**src/rtl/chk_delay_line.sv**
```systemverilog
// LAT-deep shift register carrying {accept, vec} so each vector meets its DUT
// response; LAT=0 degenerates to a wire.
module chk_delay_line #(
  parameter int WIDTH = 8,
  parameter int LAT   = 1
) (
  input  logic             clk,
  input  logic             clear_i,
  input  logic             valid_i,
  input  logic [WIDTH-1:0] vec_i,
  output logic             valid_o,
  output logic [WIDTH-1:0] vec_o
);

  generate
    if (LAT == 0) begin : g_pass
      logic unused_pass;
      assign unused_pass = clk ^ clear_i;
      assign valid_o     = valid_i;
      assign vec_o       = vec_i;
    end else begin : g_pipe
      logic [LAT-1:0]            valid_q;
      logic [LAT-1:0][WIDTH-1:0] vec_q;

      // NOTE: the payload stages are cleared along with the valid bits so a
      // fresh sweep never sees stale data, even though only valid gates use.
      always_ff @(posedge clk) begin
        if (clear_i) begin
          valid_q <= '0;
          vec_q   <= '0;
        end else begin
          valid_q[0] <= valid_i;
          vec_q[0]   <= vec_i;
          for (int i = 1; i < LAT; i++) begin
            valid_q[i] <= valid_q[i-1];
            vec_q[i]   <= vec_q[i-1];
          end
        end
      end

      assign valid_o = valid_q[LAT-1];
      assign vec_o   = vec_q[LAT-1];
    end
  endgenerate

endmodule

```
**config.mk**
```make
export PLATFORM = sky130hd
export DESIGN_NAME = chk_delay_line
export DESIGN_NICKNAME = d
export VERILOG_FILES = /design/src/rtl/chk_delay_line.sv
export SDC_FILE = /design/constraint.sdc
export NUM_CORES = 1
export LEC_CHECK = 0
export CORE_AREA = 3 3 40 42
export DETAILED_ROUTE_END_ITERATION = 8
export DIE_AREA = 0 0 43 45
export GPL_TIMING_DRIVEN = 0
export PLACE_DENSITY_LB_ADDON = 0.25
export SLEW_MARGIN = 15
export SYNTH_ARGS = -nofsm -noshare
export SYNTH_HDL_FRONTEND = slang
export SYNTH_SLANG_ARGS = --single-unit
```
**constraint.sdc**
```tcl
create_clock -name clk -period 1 [get_ports clk]
set_input_delay 0.2 -clock clk [delete_from_list [all_inputs] [get_ports clk]]
set_output_delay 0.2 -clock clk [all_outputs]
set_load 0.005 [all_outputs]
```
==> images/pdn.png <==
Pins as bars on the die edge. Tap cells in gray.
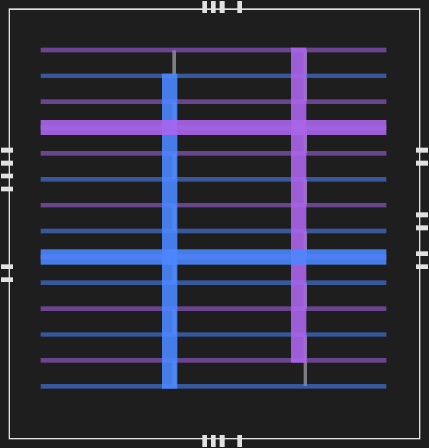
- blue: VSS
- purple: VDD
- met1 rails: 14
- tap cells: 15
- met4 straps: 2

==> images/clock_map.png <==
Scale bar: 10 um.
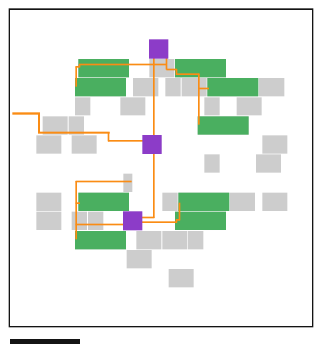
- orange: clock wires (length 116 um)
- green: flip-flops (count 9)
- purple: cells driving clock nets (count 3)
- routed clock nets: 4

==> images/met1.png <==
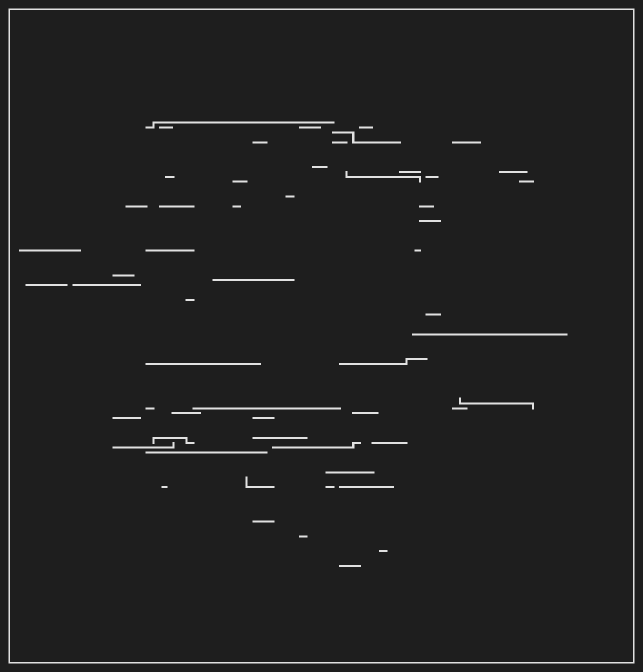
- nets with wire on the layer: 40
- wire length on this layer: 159 um
- share of all routed wire: 33%

==> images/cell_classes.png <==
Scale bar: 10 um.
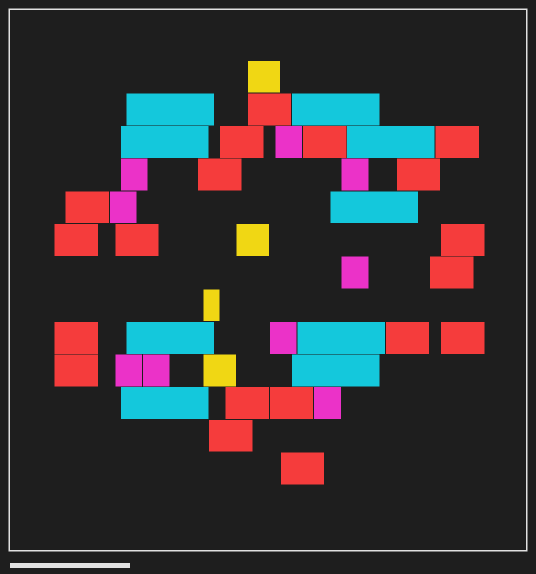
- red: other buffers and delay cells (cells 19; share of their area 42%)
- cyan: flops (cells 9; share of their area 40%)
- yellow: clock drivers and dummy loads (cells 4; share of their area 5.8%)
- magenta: all other logic (cells 9; share of their area 12%)

==> images/final_clocks.png <==
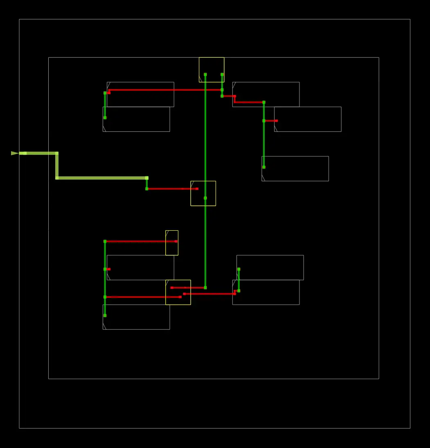
TritonCTS Buffers: 3
Sink Count: 9
Flops: 9

==> flow_metrics.py <==
# Synthesis and PnR figures
metrics = {
    "status": {
        "status": "finished, final reports clean",
    },
    "placement": {
        "dpl_worst_slack_ps": -95.8,
    },
    "synth": {
        "top_logic_kind": "simple AND/OR/NAND/NOR gates",
        "yosysWarningCount": 0,
        "top_area_cell": "dfxtp_1",
        "syn_inst": 18,
        "synthMuxAreaShare_pct": 0,
        "synth_stat.cells": 18,
        "ys.flop_type": "dfxtp_1",
        "common_cells": "dfxtp_1, nor2b_1",
        "synth-xor-area-share_pct": 0,
    },
    "floorplan": {
        "ios": 20,
        "fp.dieW_um": 43,
        "fp-utilization_pct": 18.4,
        "dieArea_um2": 1940,
    },
    "clock_tree": {
        "tritoncts": "done",
        "htreeDepth": 1,
        "path_clk_slew_ps": 60,
    },
    "route": {
        "routed-wl-met3_um": 63,
        "vias_per_cell": 3.68,
        "dr_total_vias": 206,
        "drt_wl_total_um": 475,
        "met2RoutedLength_um": 253,
        "wl_met1_um": 159,
        "wl_per_cell_um": 8.48,
    },
    "setup_path": {
        "cp.depth": 1,
        "crit_end": "vec_o[2]",
        "path_max_fanout": 1,
        "path_class": "reg2out",
        "crit_buf_inv": 1,
        "cp.arrival_ps": 750,
        "endpoint_kind": "primary output",
        "path_cells": "clkdlybuf4s15_1",
    },
    "cells_and_area": {
        "clk_share_pct": 5.57,
        "layout.nets": 53,
        "nClkBuffers": 4,
        "nonClockInverterCount": 0,
        "fin_area_um2": 472,
        "lay_top_count": "clkdlybuf4s50_1",
        "buf_share_pct": 40.3,
        "instances_no_fill": 56,
        "largest_register_ffs": 8,
    },
    "power": {
        "intPower_uw": 595,
        "power.leakage_nw": 0.190,
        "total_power_uw": 732,
        "peakVddDrop_mv": 0.595,
        "p_clk_share_pct": 36.3,
        "maxPowerGroup": "sequential cells",
        "pwr-share-comb_pct": 11.5,
    },
    "global_route": {
        "grt_usage_pct": 5.10,
        "grt_pass1_wl_um": 641,
        "grt_pass1_vias": 199,
        "antenna_found_initial": 0,
        "gr-usage-met1_pct": 3.65,
        "grtUsageMet2_pct": 8.38,
        "grt_busiest_layer": "met2",
    },
    "final_timing": {
        "clock.fmax_mhz": 1050,
        "setup_tns_ps": 0,
        "period_used_pct": 95.4,
        "fin_crit_ps": 954,
        "tightest_slew_ps": 305,
        "rsz0062_at_grt": "no",
    },
    "hold_path": {
        "whs_endpoint": "vec_o[7]",
        "holdPathStages": 2,
        "holdCritPathClass": "in2reg",
        "holdCritStartpoint": "vec_i[7]",
    },
    "job": {
        "tool_warnings": 26,
    },
}
Power figures rest on the tool's default switching activity, not on a simulated workload.
